`src/rtl/riscv_pkg.sv`:
```
// Shared RISC-V core definitions: base opcode constants and hazard-controller state encoding.
package riscv_pkg;

  localparam logic [6:0] OPC_LOAD   = 7'b0000011;
  localparam logic [6:0] OPC_OPIMM  = 7'b0010011;
  localparam logic [6:0] OPC_STORE  = 7'b0100011;
  localparam logic [6:0] OPC_BRANCH = 7'b1100011;
  localparam logic [6:0] OPC_JAL    = 7'b1101111;
  localparam logic [6:0] OPC_JALR   = 7'b1100111;
  localparam logic [6:0] OPC_OP     = 7'b0110011;
  localparam logic [6:0] OPC_LUI    = 7'b0110111;
  localparam logic [6:0] OPC_AUIPC  = 7'b0010111;

  typedef enum logic {
    HZ_RUN   = 1'b0,
    HZ_STALL = 1'b1
  } hz_state_t;

endpackage

```
`src/rtl/reg_use_decode.sv`:
```
// Source-register usage decode from the base opcode; shared with the forwarding unit.
module reg_use_decode
  import riscv_pkg::*;
(
  input  logic [6:0] opcode,
  output logic       uses_rs1,
  output logic       uses_rs2
);

  // JAL, LUI, AUIPC and unrecognised opcodes read no source registers
  always_comb begin
    uses_rs1 = 1'b0;
    uses_rs2 = 1'b0;
    case (opcode)
      OPC_LOAD, OPC_OPIMM, OPC_JALR: begin
        uses_rs1 = 1'b1;
      end
      OPC_STORE, OPC_BRANCH, OPC_OP: begin
        uses_rs1 = 1'b1;
        uses_rs2 = 1'b1;
      end
      default: begin
        uses_rs1 = 1'b0;
        uses_rs2 = 1'b0;
      end
    endcase
  end

endmodule

```
`src/rtl/hazard_ctrl.sv`:
```
// Load-use stall and EX-redirect flush sequencing for the 5-stage pipeline front end.
// Optional HAZARD_PERF_EN adds saturating stall/flush event counters.
module hazard_ctrl
  import riscv_pkg::*;
#(
  parameter int LOAD_STALL_CYCLES = 1,
  parameter int CNT_W             = 3
) (
  input  logic        clk,
  input  logic        rst_n,
  input  logic [31:0] if_id_inst,
  input  logic        if_id_valid,
  input  logic        id_ex_memread,
  input  logic [4:0]  id_ex_rd,
  input  logic        ex_redirect,
  output logic        pc_write,
  output logic        if_id_write,
  output logic        id_ex_bubble,
  output logic        if_id_flush,
  output logic        stall_active
`ifdef HAZARD_PERF_EN
  ,
  output logic [31:0] stall_count,
  output logic [31:0] flush_count
`endif
);

  localparam logic [CNT_W-1:0] STALL_RELOAD = CNT_W'(LOAD_STALL_CYCLES - 1);

  hz_state_t        state_q, state_d;
  logic [CNT_W-1:0] cnt_q, cnt_d;
  logic             stall_active_q, stall_active_d;
  logic             uses_rs1, uses_rs2;
  logic             hz;
  logic             unused_inst_bits;

  assign unused_inst_bits = ^{if_id_inst[31:25], if_id_inst[14:7]};

  reg_use_decode u_reg_use_decode (
    .opcode   (if_id_inst[6:0]),
    .uses_rs1 (uses_rs1),
    .uses_rs2 (uses_rs2)
  );

  assign hz = if_id_valid & id_ex_memread & (id_ex_rd != 5'd0) &
              ((uses_rs1 & (if_id_inst[19:15] == id_ex_rd)) |
               (uses_rs2 & (if_id_inst[24:20] == id_ex_rd)));

  // Next-state and output decode; redirect outranks any stall, reset forces a bubble
  always_comb begin
    state_d      = state_q;
    cnt_d        = cnt_q;
    pc_write     = 1'b1;
    if_id_write  = 1'b1;
    id_ex_bubble = 1'b0;
    if_id_flush  = 1'b0;
    if (!rst_n) begin
      state_d      = HZ_RUN;
      cnt_d        = '0;
      pc_write     = 1'b0;
      if_id_write  = 1'b0;
      id_ex_bubble = 1'b1;
      if_id_flush  = 1'b0;
    end else if (ex_redirect) begin
      state_d      = HZ_RUN;
      cnt_d        = '0;
      id_ex_bubble = 1'b1;
      if_id_flush  = 1'b1;
    end else begin
      case (state_q)
        HZ_RUN: begin
          if (hz) begin
            pc_write     = 1'b0;
            if_id_write  = 1'b0;
            id_ex_bubble = 1'b1;
            if (LOAD_STALL_CYCLES > 1) begin
              state_d = HZ_STALL;
              cnt_d   = STALL_RELOAD;
            end else begin
              state_d = HZ_RUN;
              cnt_d   = '0;
            end
          end else begin
            state_d = HZ_RUN;
            cnt_d   = '0;
          end
        end
        // hz is not re-checked here: the bubble already cleared id_ex_memread
        HZ_STALL: begin
          pc_write     = 1'b0;
          if_id_write  = 1'b0;
          id_ex_bubble = 1'b1;
          if (cnt_q == CNT_W'(1)) begin
            state_d = HZ_RUN;
            cnt_d   = '0;
          end else begin
            state_d = HZ_STALL;
            cnt_d   = cnt_q - CNT_W'(1);
          end
        end
        default: begin
          state_d = HZ_RUN;
          cnt_d   = '0;
        end
      endcase
    end
    stall_active_d = (state_d == HZ_STALL);
  end

  // State, counter and registered stall indicator
  always_ff @(posedge clk or negedge rst_n) begin
    if (!rst_n) begin
      state_q        <= HZ_RUN;
      cnt_q          <= '0;
      stall_active_q <= 1'b0;
    end else begin
      state_q        <= state_d;
      cnt_q          <= cnt_d;
      stall_active_q <= stall_active_d;
    end
  end

  assign stall_active = stall_active_q;

`ifdef HAZARD_PERF_EN
  logic [31:0] stall_count_q, stall_count_d;
  logic [31:0] flush_count_q, flush_count_d;

  // Saturating event counters
  always_comb begin
    stall_count_d = stall_count_q;
    flush_count_d = flush_count_q;
    if (id_ex_bubble && !ex_redirect && (stall_count_q != 32'hFFFF_FFFF)) begin
      stall_count_d = stall_count_q + 32'd1;
    end else begin
      stall_count_d = stall_count_q;
    end
    if (ex_redirect && (flush_count_q != 32'hFFFF_FFFF)) begin
      flush_count_d = flush_count_q + 32'd1;
    end else begin
      flush_count_d = flush_count_q;
    end
  end

  // Counter registers
  always_ff @(posedge clk or negedge rst_n) begin
    if (!rst_n) begin
      stall_count_q <= 32'd0;
      flush_count_q <= 32'd0;
    end else begin
      stall_count_q <= stall_count_d;
      flush_count_q <= flush_count_d;
    end
  end

  assign stall_count = stall_count_q;
  assign flush_count = flush_count_q;
`endif

endmodule

```
`config.mk`:
```
export PLATFORM = sky130hd
export DESIGN_NAME = hazard_ctrl
export DESIGN_NICKNAME = d
export VERILOG_FILES = /design/src/rtl/riscv_pkg.sv /design/src/rtl/reg_use_decode.sv /design/src/rtl/hazard_ctrl.sv
export SDC_FILE = /design/constraint.sdc
export NUM_CORES = 1
export LEC_CHECK = 0
export CAP_MARGIN = 15
export CORE_ASPECT_RATIO = 1.1
export CORE_UTILIZATION = 25
export CTS_CLUSTER_SIZE = 12
export DETAILED_ROUTE_END_ITERATION = 8
export PLACE_DENSITY = 0.78
export SYNTH_ARGS = -nofsm -noshare
export SYNTH_HDL_FRONTEND = slang
export SYNTH_SLANG_ARGS = --single-unit
export TNS_END_PERCENT = 10
```
`constraint.sdc`:
```
create_clock -name clk -period 1.6 [get_ports clk]
set_clock_uncertainty 0.05 [all_clocks]
set_input_delay 0.16 -clock clk [delete_from_list [all_inputs] [get_ports clk]]
set_output_delay 0.16 -clock clk [all_outputs]
set_load 0.005 [all_outputs]
```
Fig. 1: placement view
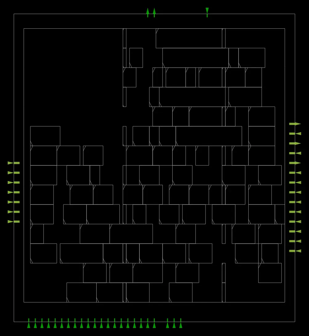
flop count: 4
Core Area: 0.00138 mm^2
post-route insts no fill: 101

Fig. 2: placement density heat map
8 x 9 tiles, from black (low) to pale yellow (high), 0 to 100% covered.
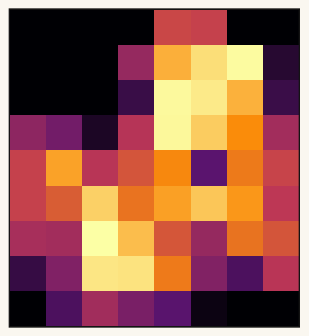
21% of the tiles are nearly empty. 25% of the tiles are over 75% full. The mean over all tiles is 45%. The emptiest ninth of the die: north-west. The fullest tile reaches 100%.
utilization after layout: 55.9%
fp_density: 27.4%

==> reports/qor.csv <==
metric,value,unit
antenna diode count,0,
largest net degree at the start of global routing,6,
overall global routing resource usage,12.5,%
Tcrit/Tclk final,102,%
Sinks on Clock Net,4,
WHS,0.247,ns
Final Critical Period,1.63,ns
final setup fails,2,
clk_lat worst skew,0.23,ns
top_reg_cell synth,dfrtp_1,
post-route ant nets,0,
Setup CP Type,in2out,
Main logic family,simple AND/OR/NAND/NOR gates,
final hold violation count,0,
adder share,6.60,%
Synth Instances,43,
failing checks,negative setup slack,
Setup WS post-layout,-0.0332,ns
Ys Warns,0,
number of cells in Yosys stat,43,
Yosys cell types,22,
vias in the first global route,428,
Iter 0 DRT Violations,10,
first-pass GRT wire length,1.50,mm
Max Fanout on Critical Path,3,
M1 WL,404,um
initial antenna violation count,0,
post-synth top area cell,dfrtp_1,
sequential share of the synthesized area,26.4,%
Synth-to-Final Area Change,104,%
"count leader, synth",xor2_1,
Yosys chip area,379,um^2
WL met2,467,um
depth of the CTS H-tree,1,
P_leak,0.368,nW
P_int,0.261,mW
crit path DAT,1.42,ns
"flops & latches, synth",4,
fin. max-slew vios,0,
status,"finished, violations left",
Fig. 3: port wiring
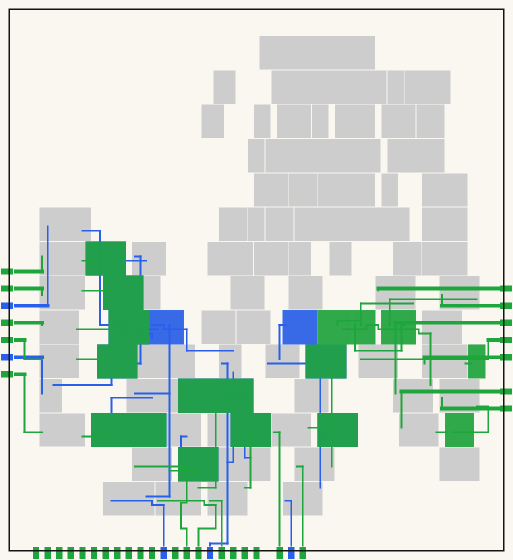
Blue is `id_ex_rd`, direction input, end cells 12, buffers 10, wire 148 um. Green is `if_id_inst`, direction input, end cells 15, buffers 17, wire 207 um.
Ports: 47
Buffers on Ports: 31

worst max-delay path, stage by stage:
cell	delay, ns
buf_6	0.10
buf_6	0.11
xor2_2	0.16
nor4_2	0.26
a22oi_1	0.14
o311a_1	0.37
buf_2	0.13
worst max path at each step:
stage	from	to	slack, ns
detailed placement	id_ex_rd[2]	if_id_write	-0.70
floorplan	id_ex_rd[4]	pc_write	0.21
global route	id_ex_rd[4]	if_id_write	-0.11
finish	id_ex_rd[4]	if_id_write	-0.03
global placement	id_ex_rd[2]	pc_write	-0.65
CTS	id_ex_rd[4]	if_id_write	-0.06
power by group through the flow:
stage	Clock [mW]	Sequential [mW]	Combinational, mW
floorplan	0	0.103	0.0331
global placement	0	0.103	0.129
detailed placement	0	0.103	0.130
CTS	0.125	0.102	0.116
global route	0.140	0.102	0.127
finish	0.121	0.102	0.117
cells in the final DEF, fill, tap and decap left out, types with 3 or more instances in the layout:
cell and n:
dlygate4sd2_1 15, xor2_1 8, clkdlybuf4s50_1 7, buf_4 7, nor2_1 4, inv_1 4, dfrtp_1 4, buf_2 4
buf_6 4, clkbuf_4 3
flip-flops by register name, indices dropped and copies added (netlist names):
name          flops
cnt_q             3
stall_active      1
logic make-up (layout without fill, tap and decap cells):
family | count (synthesis) | after routing
xor+xnor | 11 | 11
compound gates | 5 | 5
buf+inv | 5 | 47
flops | 4 | 4
simple gates | 16 | 16
fa+ha+maj | 2 | 2
layer usage:
metal / global-route usage, % / vias to the layer above
met5: 0 / -
met4: 6.21 / 0
met3: 1.57 / 0
met2: 21.0 / 23
met1: 14.9 / 190
li1: - / 229
cell type report:
type	count	area share, %
repair buffers	40	44.5
multi-input cells	34	35.1
flip-flops and latches	4	12.9
clock buffers	3	2.91
well taps	16	2.59
inverters	4	1.94
repair_timing:
action / CTS / global route
pin swaps: 12 / 6
endpoints found under the setup margin: 3 / 3
hold endpoints to repair: 0 / 0
gates resized: 50 / 4
buffers inserted: 2 / 0
No activity file was given, so power comes from the tool's default toggle rates.
